### src/rtl/uart_pkg.sv
// Shared definitions for the UART transmit scheduler: FSM state codes,
// the round-robin pick function and a frame-length helper.
package uart_pkg;

   localparam logic [2:0] IDLE   = 3'd0;
   localparam logic [2:0] START  = 3'd1;
   localparam logic [2:0] DATA   = 3'd2;
   localparam logic [2:0] PARITY = 3'd3;
   localparam logic [2:0] STOP   = 3'd4;

   // Bit counter wide enough for up to 9 data bits or 2 stop bits.
   localparam int CNT_W = 4;

   function automatic int f_frame_bits(input int data_bits, input int parity_en,
                                       input int stop_bits);
      return 1 + data_bits + ((parity_en != 0) ? 1 : 0) + stop_bits;
   endfunction

   // First set bit of req at or above ptr, wrapping within n requesters.
   function automatic logic [3:0] f_rr_pick(input logic [15:0] req, input logic [3:0] ptr,
                                            input int n);
      logic [3:0] pick;
      logic       found;
      int         idx;
      pick  = '0;
      found = 1'b0;
      for (int i = 0; i < 16; i++) begin
         idx = int'(ptr) + i;
         if (idx >= n) idx = idx - n;
         if (!found && (i < n) && req[idx[3:0]]) begin
            pick  = idx[3:0];
            found = 1'b1;
         end
      end
      return pick;
   endfunction

endpackage

### src/rtl/rr_arbiter.sv
// Round-robin requester pick with a registered rotating priority pointer.
// The pointer moves past the winner only when the pick is actually taken.
module rr_arbiter
   import uart_pkg::*;
#(
   parameter int NUM_REQ = 4,
   parameter int IDX_W   = (NUM_REQ > 1) ? $clog2(NUM_REQ) : 1
) (
   input  logic               clk,
   input  logic               rst,
   input  logic [NUM_REQ-1:0] req,
   input  logic               take,
   output logic [IDX_W-1:0]   winner,
   output logic               valid
);

   localparam logic [IDX_W-1:0] LAST = IDX_W'(NUM_REQ - 1);

   logic [IDX_W-1:0] ptr;

   assign winner = IDX_W'(f_rr_pick(16'(req), 4'(ptr), NUM_REQ));
   assign valid  = |req;

   // NOTE: state registers use non-blocking assignments so every flop samples pre-edge values.
   always_ff @(posedge clk or posedge rst) begin
      if (rst) begin
         ptr <= '0;
      end else if (take) begin
         ptr <= (winner == LAST) ? '0 : winner + 1'b1;
      end
   end

endmodule

### src/rtl/uart_tx_scheduler.sv
// Round-robin shared UART transmitter: picks one requester per frame and
// serialises start, data (LSB first), optional parity and stop bits.
module uart_tx_scheduler
   import uart_pkg::*;
#(
   parameter int NUM_REQ    = 4,
   parameter int DATA_BITS  = 8,
   parameter int STOP_BITS  = 1,
   parameter int PARITY_EN  = 0,
   parameter int PARITY_ODD = 0,
   parameter int OWN_W      = (NUM_REQ > 1) ? $clog2(NUM_REQ) : 1
) (
   input  logic                         i_Clk,
   input  logic                         i_Rst,
   input  logic                         i_Baud_Tick,
   input  logic [NUM_REQ-1:0]           i_Req,
   input  logic [NUM_REQ*DATA_BITS-1:0] i_Data,
   output logic [NUM_REQ-1:0]           o_Gnt,
   output logic [OWN_W-1:0]             o_Owner,
   output logic                         o_Busy,
   output logic                         o_Tx
);

   localparam logic [CNT_W-1:0] DATA_LAST = CNT_W'(DATA_BITS - 1);
   localparam logic [CNT_W-1:0] STOP_LAST = CNT_W'(STOP_BITS - 1);

   logic [2:0]           state;
   logic [CNT_W-1:0]     bit_cnt;
   logic [DATA_BITS-1:0] shift_reg;
   logic                 par_bit;
   logic [OWN_W-1:0]     owner;
   logic                 tx;
   logic [OWN_W-1:0]     winner;
   logic                 any_req;
   logic                 grant_point;
   logic                 grant;
   logic [DATA_BITS-1:0] win_data;

   rr_arbiter #(
      .NUM_REQ (NUM_REQ),
      .IDX_W   (OWN_W)
   ) u_arb (
      .clk    (i_Clk),
      .rst    (i_Rst),
      .req    (i_Req),
      .take   (grant),
      .winner (winner),
      .valid  (any_req)
   );

   // A new frame may start only from idle or on the tick that ends the last stop bit.
   assign grant_point = (state == IDLE) || ((state == STOP) && (bit_cnt == STOP_LAST));
   assign grant       = !i_Rst && i_Baud_Tick && any_req && grant_point;
   assign win_data    = i_Data[int'(winner)*DATA_BITS +: DATA_BITS];

   // NOTE: default first so a combinational output never holds a stale value (no latch).
   always_comb begin
      o_Gnt = '0;
      if (grant) o_Gnt[winner] = 1'b1;
   end

   // NOTE: every register, including the shift register, has a defined reset value; tx resets high.
   always_ff @(posedge i_Clk or posedge i_Rst) begin
      if (i_Rst) begin
         state     <= IDLE;
         bit_cnt   <= '0;
         shift_reg <= '0;
         par_bit   <= 1'b0;
         owner     <= '0;
         tx        <= 1'b1;
      end else if (i_Baud_Tick) begin
         if (grant) begin
            state     <= START;
            tx        <= 1'b0;
            shift_reg <= win_data;
            par_bit   <= (^win_data) ^ (PARITY_ODD != 0);
            owner     <= winner;
            bit_cnt   <= '0;
         end else begin
            case (state)
               START: begin
                  state     <= DATA;
                  tx        <= shift_reg[0];
                  shift_reg <= shift_reg >> 1;
                  bit_cnt   <= '0;
               end
               DATA: begin
                  if (bit_cnt == DATA_LAST) begin
                     bit_cnt <= '0;
                     if (PARITY_EN != 0) begin
                        state <= PARITY;
                        tx    <= par_bit;
                     end else begin
                        state <= STOP;
                        tx    <= 1'b1;
                     end
                  end else begin
                     tx        <= shift_reg[0];
                     shift_reg <= shift_reg >> 1;
                     bit_cnt   <= bit_cnt + 1'b1;
                  end
               end
               PARITY: begin
                  state   <= STOP;
                  tx      <= 1'b1;
                  bit_cnt <= '0;
               end
               STOP: begin
                  if (bit_cnt == STOP_LAST) begin
                     state   <= IDLE;
                     tx      <= 1'b1;
                     bit_cnt <= '0;
                  end else begin
                     bit_cnt <= bit_cnt + 1'b1;
                  end
               end
               default: begin
                  state <= IDLE;
                  tx    <= 1'b1;
               end
            endcase
         end
      end
   end

   assign o_Tx    = tx;
   assign o_Owner = owner;
   assign o_Busy  = (state != IDLE);

endmodule

### config.mk
export PLATFORM = sky130hd
export DESIGN_NAME = uart_tx_scheduler
export DESIGN_NICKNAME = d
export VERILOG_FILES = /design/src/rtl/uart_pkg.sv /design/src/rtl/rr_arbiter.sv /design/src/rtl/uart_tx_scheduler.sv
export SDC_FILE = /design/constraint.sdc
export NUM_CORES = 1
export LEC_CHECK = 0
export CAP_MARGIN = 20
export CORE_MARGIN = 2
export CORE_UTILIZATION = 53
export DETAILED_ROUTE_END_ITERATION = 10
export HOLD_SLACK_MARGIN = 0.06
export PLACE_DENSITY = 0.94
export SYNTH_ARGS = -nofsm -noshare
export SYNTH_HDL_FRONTEND = slang
export SYNTH_SLANG_ARGS = --single-unit
### constraint.sdc
create_clock -name i_Clk -period 5.1 [get_ports i_Clk]
set_clock_uncertainty 0.1 [all_clocks]
set_input_delay 1.02 -clock i_Clk [delete_from_list [all_inputs] [get_ports i_Clk]]
set_output_delay 1.02 -clock i_Clk [all_outputs]
set_load 0.01 [all_outputs]
Fig. 1: run 1, metal 1
Supply wires on this layer in gray.
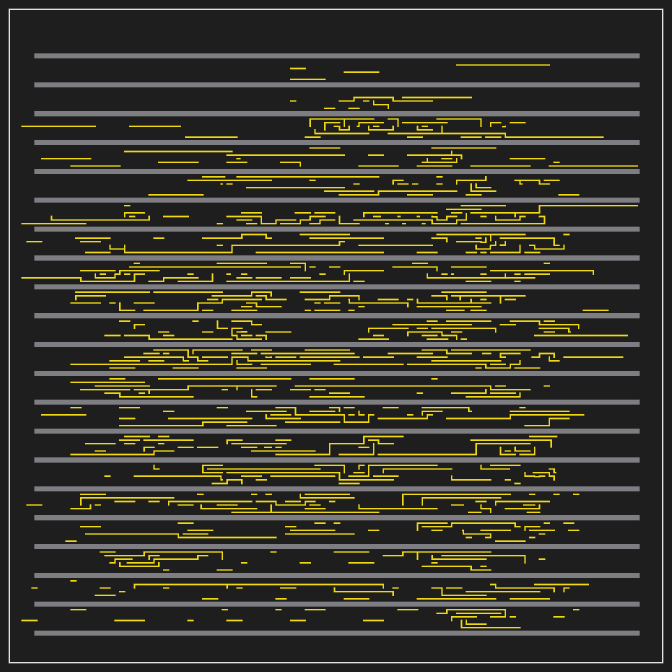
nets with wire on the layer: 241
share of all routed wire: 42%
main direction: horizontal

Fig. 2: run 1, placed cells, one color a class
The bar under the picture is 20 um long. Fill, decap, tap and diode cells in gray.
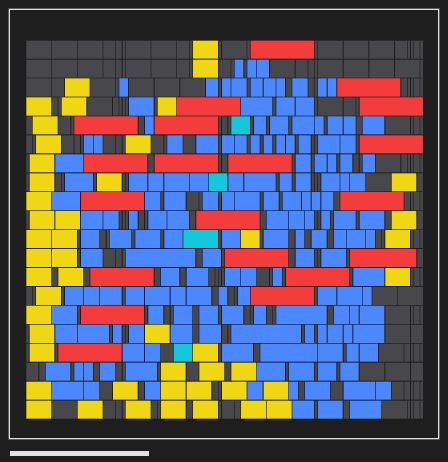
| class | color | cells | share of their area |
|---|---|---|---|
| clock drivers and dummy loads | cyan | 4 | 1.6% |
| remaining buffers and delay cells | yellow | 48 | 22% |
| remaining logic cells | blue | 161 | 54% |
| sequential cells | red | 20 | 23% |

==> impl_metrics.ini, run 1 <==
; yosys + openroad results
[status]
outcome = completed

[final_layout]
layoutNonFillerInstCount = 277
flip_flops = 20
biggestCellCategory = logic gates
largest_register_ffs = 8
postLayoutCellArea_sq_mm = 0.00226
ff_latch_area_sq_um = 502
layout.clock_buffers = 4
ratio_of_cells_with_drive_above_1_in_the_final_layout_pct = 8.58
inverters_excl_clock = 12
comb_area_share_pct = 50.6
multiInputCombCellCount = 149

[clock_network]
cts.htree.levels = 1
tritoncts_num_sinks = 20
number_of_buffers_created_by_cts = 3
cts-resized-gates = 0
clkTransAtPathRegs_ps = 120

[floorplan]
pin_count = 47
die-area_sq_mm = 0.00378
tapcell.inserted = 44
floorplan.die.height_um = 61.5

[logic_synthesis]
postSynthSeqShare_pct = 28.7
ys_cells = 190
avgSynthCellArea_sq_um = 9.21
ys_async_sr_fraction_pct = 100
enable_flop_cells = 0
yosys.area_share.xor_xnor_pct = 0
mappedNetlistArea_sq_mm = 0.00175
synthesis.instances = 190
synth-warning-count = 0
yosysTopAreaCellShare_pct = 27.2

[worst_setup_path]
slowest_delay_ps = 540
biggest_fanout_along_the_worst_timing_path = 15
timing.critical_path.to = o_Gnt[1]
first_element_of_the_critical_path = i_Req[1]
critPathArrivalTime_ps = 3680
crit-reg2reg-capture = shift_reg[1]$_DFFE_PP0P_
critPathCaptureType = output pin
regToRegSetupSlack_ps = 2010
cp_common_cell = clkdlybuf4s50_1
path_cells = clkdlybuf4s50_1 > mux4_2 > o32ai_4 > and2_4 > inv_1 > ha_1 > and2_1 > clkdlybuf4s50_1
worst_setup_path_start_kind = input port
critical_path_cell_with_the_highest_stage_delay = mux4_2
worstRegToRegCells = 8

[sta]
timing.setup.tns_ps = 0
tightestPinTransition_ps = 578
slew-limit-headroom_pct = 61.3
final-setup-viol-count = 0
maxClockFrequency_mhz = 208
finalMaxSlewViolations = 0

[route]
drtAntennaViolNets = 0
routed_via_density = 6.03
met1_length_mm = 1.76
met2WireLength_mm = 2.08

[power_and_ir_drop]
power.static_leakage_nw = 0.947
irDropWorstVdd_uv = 433
combinational_fraction_of_design_power_pct = 64.4
share_seq_of_total_power_pct = 27.0
power.share.switching_pct = 47.3
power.clock.total_mw = 0.0976
seq_power_mw = 0.303
combinationalPower_mw = 0.724
power.density_mw_per_mm2 = 498
clkPwrFrac_pct = 8.7
power_leader = combinational cells

[worst_hold_path]
holdPathEnd = o_Tx$_DFFE_PP1P_
worst_hold_startpoint = o_Tx$_DFFE_PP1P_

[grt]
grt_first_pass_wirelength_mm = 7.00
grtUsageMet1_pct = 31.9
grt_max_degree = 22
globalRouteTotalUtil_pct = 24.7
grt.busiest_layer = met2
grt_antenna_before_repair = 0
via_count_of_the_first_global_routing_pass = 1606
global_route.usage.met2_pct = 41.5
Fig. 3: run 1, I/O nets highlighted
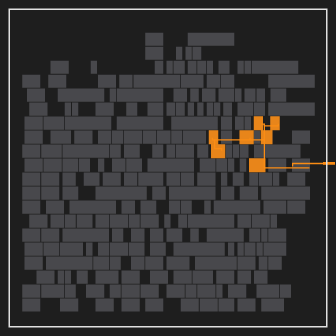
| port | color | bits | direction | end cells | buffers | wire |
|---|---|---|---|---|---|---|
| i_Baud_Tick | orange | 1 | input | 7 | 1 | 42.1 um |

==> run 2, diff against run 1 <==
--- a/constraint.sdc
+++ b/constraint.sdc
@@ -4,2 +4,2 @@
 set_output_delay 1.02 -clock i_Clk [all_outputs]
-set_load 0.01 [all_outputs]
+set_load 0.05 [all_outputs]
Fig. 4: run 2, metal 1
Supply wires on this layer in gray.
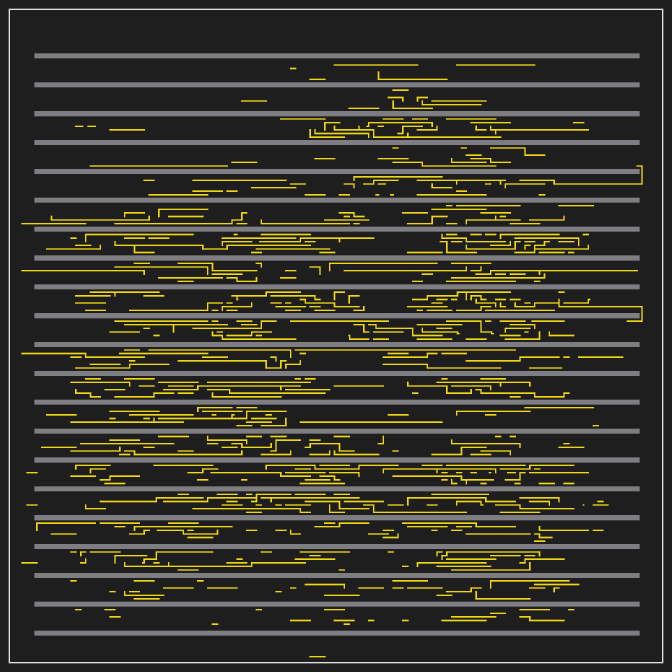
main direction: horizontal
wire length on this layer: 1760 um

Fig. 5: run 2, placed cells, one color a class
The bar under the picture is 20 um long. Fill, decap, tap and diode cells in gray.
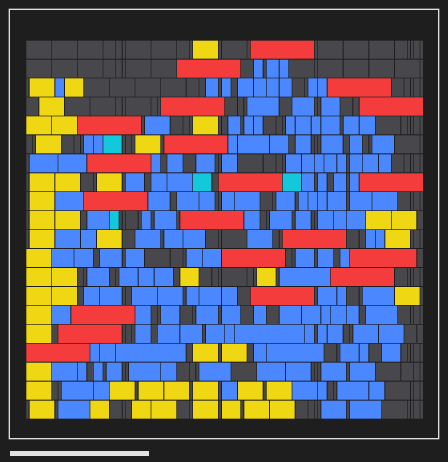
| class | color | cells | share of their area |
|---|---|---|---|
| remaining buffers and delay cells | yellow | 48 | 21% |
| clock drivers and dummy loads | cyan | 4 | 1.2% |
| sequential cells | red | 20 | 23% |
| remaining logic cells | blue | 161 | 55% |

Fig. 6: run 2, cell density map
The die is cut into 6 by 6 equal tiles; white is low, dark blue is high, 0 to 100% covered.
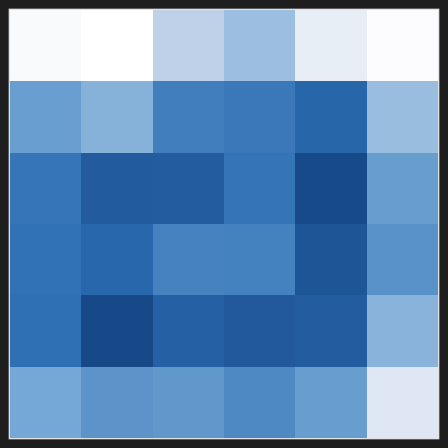
mean over tiles: 58%
emptiest ninth of the die: top left
nearly empty tiles: 5.6%
fullest tile: 90%

==> impl_metrics.ini, run 2 <==
; yosys + openroad results
[logic_synthesis]
synth-warning-count = 0
compound_area_share_pct = 26.0
yosysTopAreaCellShare_pct = 27.2
syn-num-nets = 239
most_frequently_used_cell_type_in_the_post_synthesis_netlist = dfrtp_1
enable_flop_cells = 0
ys_async_sr_fraction_pct = 100
mappedNetlistArea_sq_mm = 0.00175
synthesis.instances = 190
adder_share_pct = 7.15
ys_cells = 190
yosys.area_share.xor_xnor_pct = 0
postSynthSeqShare_pct = 28.7
avgSynthCellArea_sq_um = 9.21
synth-simple-area-share_pct = 21.0

[route]
met2WireLength_mm = 1.96
top_signal_layer_used = met4
drtAntennaViolNets = 0
routed_via_density = 6.01
met1_length_mm = 1.76

[grt]
grt.busiest_layer = met2
grtUsageMet1_pct = 29.7
grt_max_degree = 23
grt_antenna_before_repair = 0
globalRouteTotalUtil_pct = 23.6
grt_first_pass_wirelength_mm = 6.78
via_count_of_the_first_global_routing_pass = 1577
global_route.usage.met2_pct = 41.6

[worst_setup_path]
regToRegSetupSlack_ps = 2020
worstRegToRegCells = 9
critical_path_cell_with_the_highest_stage_delay = clkdlybuf4s50_1
critPathArrivalTime_ps = 3370
crit-reg2reg-capture = shift_reg[3]$_DFFE_PP0P_
critPathCaptureType = output pin
path_cells = clkdlybuf4s50_1 > mux4_2 > inv_1 > o31a_1 > o22ai_4 > inv_4 > ha_1 > and2_1 > buf_4
first_element_of_the_critical_path = i_Req[3]
biggest_fanout_along_the_worst_timing_path = 18
worst_setup_path_start_kind = input port
cp.depth = 9
slowest_delay_ps = 560
timing.critical_path.to = o_Gnt[2]

[sta]
tightestPinTransition_ps = 611
final_clock_period_utilization_by_the_worst_path_pct = 88.1
maxClockFrequency_mhz = 223
timing.setup.tns_ps = 0
finalMaxSlewViolations = 0
slew-limit-headroom_pct = 59.1

[final_layout]
multiInputCombCellCount = 149
flip_flops = 20
biggestCellCategory = logic gates
ratio_of_cells_with_drive_above_1_in_the_final_layout_pct = 9.87
largest_register_ffs = 8
postLayoutCellArea_sq_mm = 0.00224
comb_area_share_pct = 51.1
ff_latch_area_sq_um = 502
areaGrowthSynthToFinish_pct = 28.0
area.combinational_sq_mm = 0.00114
inverters_excl_clock = 12
clk_share_pct = 1.17
layout.clock_buffers = 4
layoutNonFillerInstCount = 277

[floorplan]
pin_count = 47
die-area_sq_mm = 0.00378
core_area_sq_mm = 0.00310
floorplan.die.height_um = 61.5
tapcell.inserted = 44

[power_and_ir_drop]
combinational_fraction_of_design_power_pct = 67.2
power_leader = combinational cells
combinationalPower_mw = 0.782
seq_power_mw = 0.301
power.switching_mw = 0.587
irDropWorstVdd_uv = 289
power.share.switching_pct = 50.4
share_seq_of_total_power_pct = 25.9
clkPwrFrac_pct = 7.0
power.clock.total_mw = 0.0811
power.density_mw_per_mm2 = 520

[clock_network]
cts-resized-gates = 0
tritoncts_num_sinks = 20
cts.htree.levels = 1
clkTransAtPathRegs_ps = 120
number_of_buffers_created_by_cts = 3

[worst_hold_path]
worst_hold_startpoint = o_Tx$_DFFE_PP1P_
hold_class = register to register
holdPathEnd = o_Tx$_DFFE_PP1P_

[status]
outcome = completed
==> run 3, diff against run 2 <==
- CORE_UTILIZATION: 53 -> 44
- PLACE_DENSITY: 0.94 -> 0.85
- clock period: 5.1 -> 3.6 ns (I/O delays scaled with it)
Fig. 7: run 3, metal 1
Supply wires on this layer in gray.
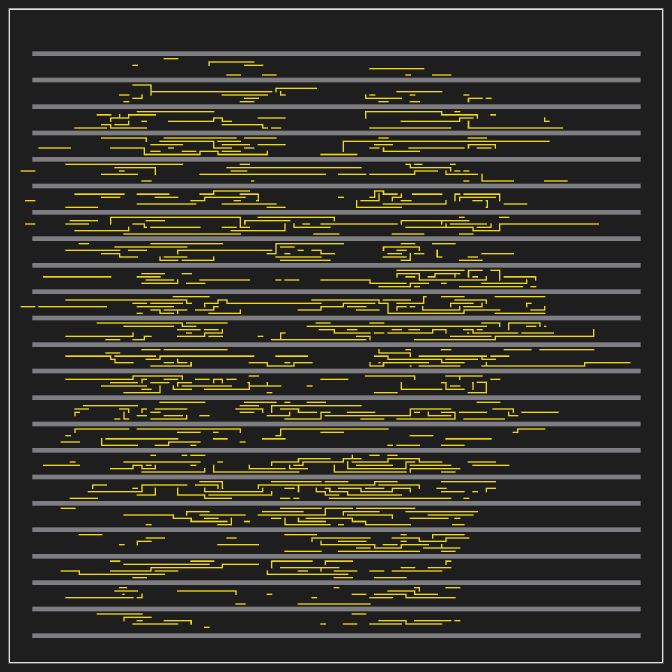
wire length on this layer: 1910 um
longest straight run: 21.2 um
share of all routed wire: 44%

Fig. 8: run 3, placed cells, one color a class
The bar under the picture is 20 um long. Fill, decap, tap and diode cells in gray.
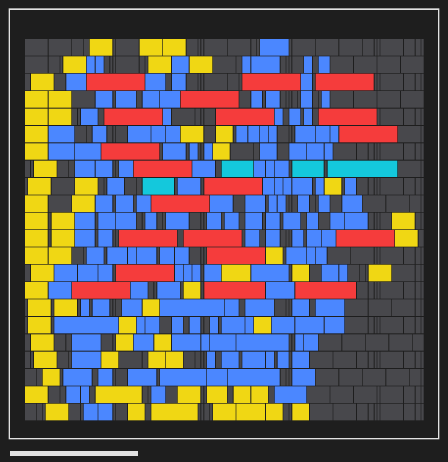
| class | color | cells | share of their area |
|---|---|---|---|
| remaining buffers and delay cells | yellow | 64 | 25% |
| sequential cells | red | 20 | 21% |
| remaining logic cells | blue | 161 | 51% |
| clock drivers and dummy loads | cyan | 4 | 3.0% |

Fig. 9: run 3, I/O nets highlighted
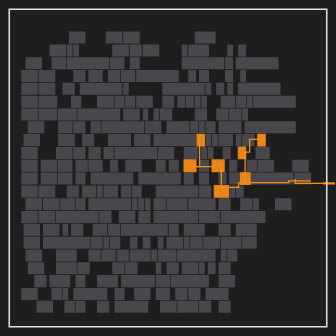
| port | color | bits | direction | end cells | buffers | wire |
|---|---|---|---|---|---|---|
| i_Baud_Tick | orange | 1 | input | 7 | 1 | 58.6 um |

==> impl_metrics.ini, run 3 <==
; yosys + openroad results
[route]
routed_wire_length_per_instance_um = 14.7
met1_length_mm = 1.91
drcViolationCount = 0
routed-wl-met3_um = 312
met2WireLength_mm = 2.11
drtAntennaViolNets = 0
top_signal_layer_used = met4
vias = 1694
dr.first_iter.drc_count = 117
totalWireLength_mm = 4.37
detail_route.first_pass.iterations = 5
routed_via_density = 5.70

[worst_setup_path]
worst_setup_path_start_kind = input port
worstRegToRegCells = 10
cp.depth = 10
path_cells = clkdlybuf4s50_1 > buf_4 > mux2i_4 > nor3_4 > o31a_1 > o22ai_4 > inv_4 > ha_1 > and2_1 > buf_12
path_class = input port to output pin
critPathCaptureType = output pin
worst_r2r_startpoint = u_arb.ptr[0]$_DFFE_PP0N_
first_element_of_the_critical_path = i_Req[1]
slowest_delay_ps = 410
timing.critical_path.to = o_Gnt[2]
biggest_fanout_along_the_worst_timing_path = 4
cp_data_required_time_ps = 2780
crit-reg2reg-capture = shift_reg[0]$_DFFE_PP0P_
path_buffers = 4
cp_top_family = buffers and inverters
critical_path_cell_with_the_highest_stage_delay = clkdlybuf4s50_1
critPathArrivalTime_ps = 2700
regToRegSetupSlack_ps = 760

[sta]
final_clock_period_utilization_by_the_worst_path_pct = 97.7
finalMaxSlewViolations = 0
tightestPinTransition_ps = 468
final-setup-viol-count = 0
timing.setup.tns_ps = 0
setup_ws_ps = 81.5
maxClockFrequency_mhz = 284
final_critical_period_ps = 3520
finalHoldWorstSlack_ps = 375
finalHoldViolCount = 0
slew-limit-headroom_pct = 68.0

[clock_network]
cts-hold-fix-buffers = 0
cts-resized-gates = 1
cts.path.max_buffers = 2
clkTransAtPathRegs_ps = 80
number_of_buffers_created_by_cts = 3
clock.latency.late_pin_ps = 260
cts.htree.levels = 1
cts-root-buf = clkbuf_8
tritoncts_num_sinks = 20
postCtsSetupBuffers = 0

[logic_synthesis]
ys_ff = 20
ys_top_cells_by_count = dfrtp_1, nand2_1, mux2i_1
enable_flop_cells = 0
post-synth-top-area-cell = dfrtp_1
synth-simple-area-share_pct = 21.0
adder_share_pct = 7.15
synth.distinct_cells = 48
yosys.area_share.xor_xnor_pct = 0
topCombFamilyByArea = AND-OR/OR-AND gates
compound_area_share_pct = 26.0
postSynthSeqShare_pct = 28.7
synth-warning-count = 0
synth.mux.area_fraction_pct = 11.2
synth.area.top_cells = dfrtp_1, mux2i_1, ha_1
flop_cell = dfrtp_1
ys_async_sr_fraction_pct = 100
syn-num-nets = 239
yosysTopAreaCellShare_pct = 27.2
mappedNetlistArea_sq_mm = 0.00175
avgSynthCellArea_sq_um = 9.21
ys_cells = 190
synthesis.instances = 190
most_frequently_used_cell_type_in_the_post_synthesis_netlist = dfrtp_1

[final_layout]
layout_top_cell_excl_fill_tap = clkdlybuf4s50_1
multiInputCombCellCount = 149
ratio_of_cells_with_drive_above_1_in_the_final_layout_pct = 18.9
postLayoutCellArea_sq_mm = 0.00247
comb_area_share_pct = 47.5
final_core_util_pct = 66.0
finish.net_count = 299
areaGrowthSynthToFinish_pct = 41.2
total_inserted_antenna_cells = 0
clk_share_pct = 2.89
largest_register_ffs = 8
ff_latch_area_sq_um = 503
area_share_nonclk_buffers_pct = 24.9
layout_top_cells = clkdlybuf4s50_1, buf_4, dfrtp_1, nand2_1, mux2i_1
layout.clock_buffers = 3
inverters_excl_clock = 12
buffers = 64
area.combinational_sq_mm = 0.00117
flip_flops = 20
n_fill_cell = 313
biggestCellCategory = logic gates
layoutNonFillerInstCount = 297
seq_area_share_pct = 20.4

[placed_design]
buffer_ports.inserted = 46
dp_hpwl_mm = 3.31
placed_cell_area_sq_mm = 0.00234
placed_cells_incl_taps = 290
globalplace.congestion = 0.852

[grt]
met3_usage_pct = 4.39
grt_first_pass_wirelength_mm = 7.57
globalRouteTotalUtil_pct = 21.5
grt.busiest_layer = met2
grtUsageMet1_pct = 29.8
global_route.usage.met2_pct = 34.9
via_count_of_the_first_global_routing_pass = 1659
grt_max_degree = 22
globalRoute.totalOverflow = 0
grt_antenna_before_repair = 0

[floorplan]
floorplan.die.height_um = 67.1
pin_count = 47
row_count = 22
die-area_sq_mm = 0.00450
core_area_sq_mm = 0.00374
tapcell.inserted = 48
fp-utilization_pct = 46.7

[worst_hold_path]
holdPathEnd = o_Tx$_DFFE_PP1P_
worst_hold_startpoint = o_Tx$_DFFE_PP1P_
hold_class = register to register
whs_path_depth = 2

[status]
outcome = completed

[power_and_ir_drop]
combinational_fraction_of_design_power_pct = 67.5
power.share.switching_pct = 46.0
clkPwrFrac_pct = 11.5
power.static_leakage_nw = 1.07
seq_power_mw = 0.417
power.switching_mw = 0.913
share_seq_of_total_power_pct = 21.0
power_leader = combinational cells
power.density_mw_per_mm2 = 803
p_int_mw = 1.07
combinationalPower_mw = 1.34
design_power_total_mw = 1.98
irDropWorstVdd_uv = 535
power.clock.total_mw = 0.227

[flow_run]
max-cap-violations = 0
number_of_openroad_warnings = 33

==> layout pictures side by side <==
Routing congestion map.
panel A
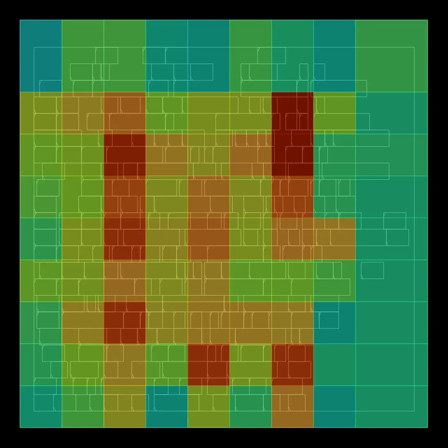
panel B
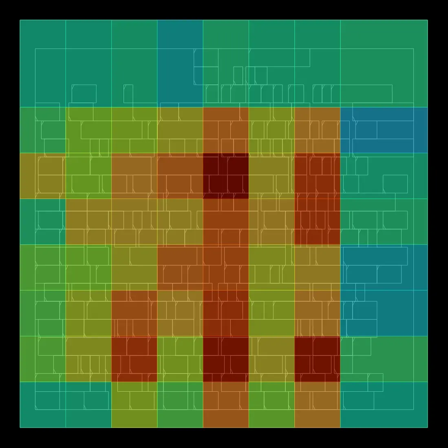
run 3 -> panel A
run 1 -> panel B

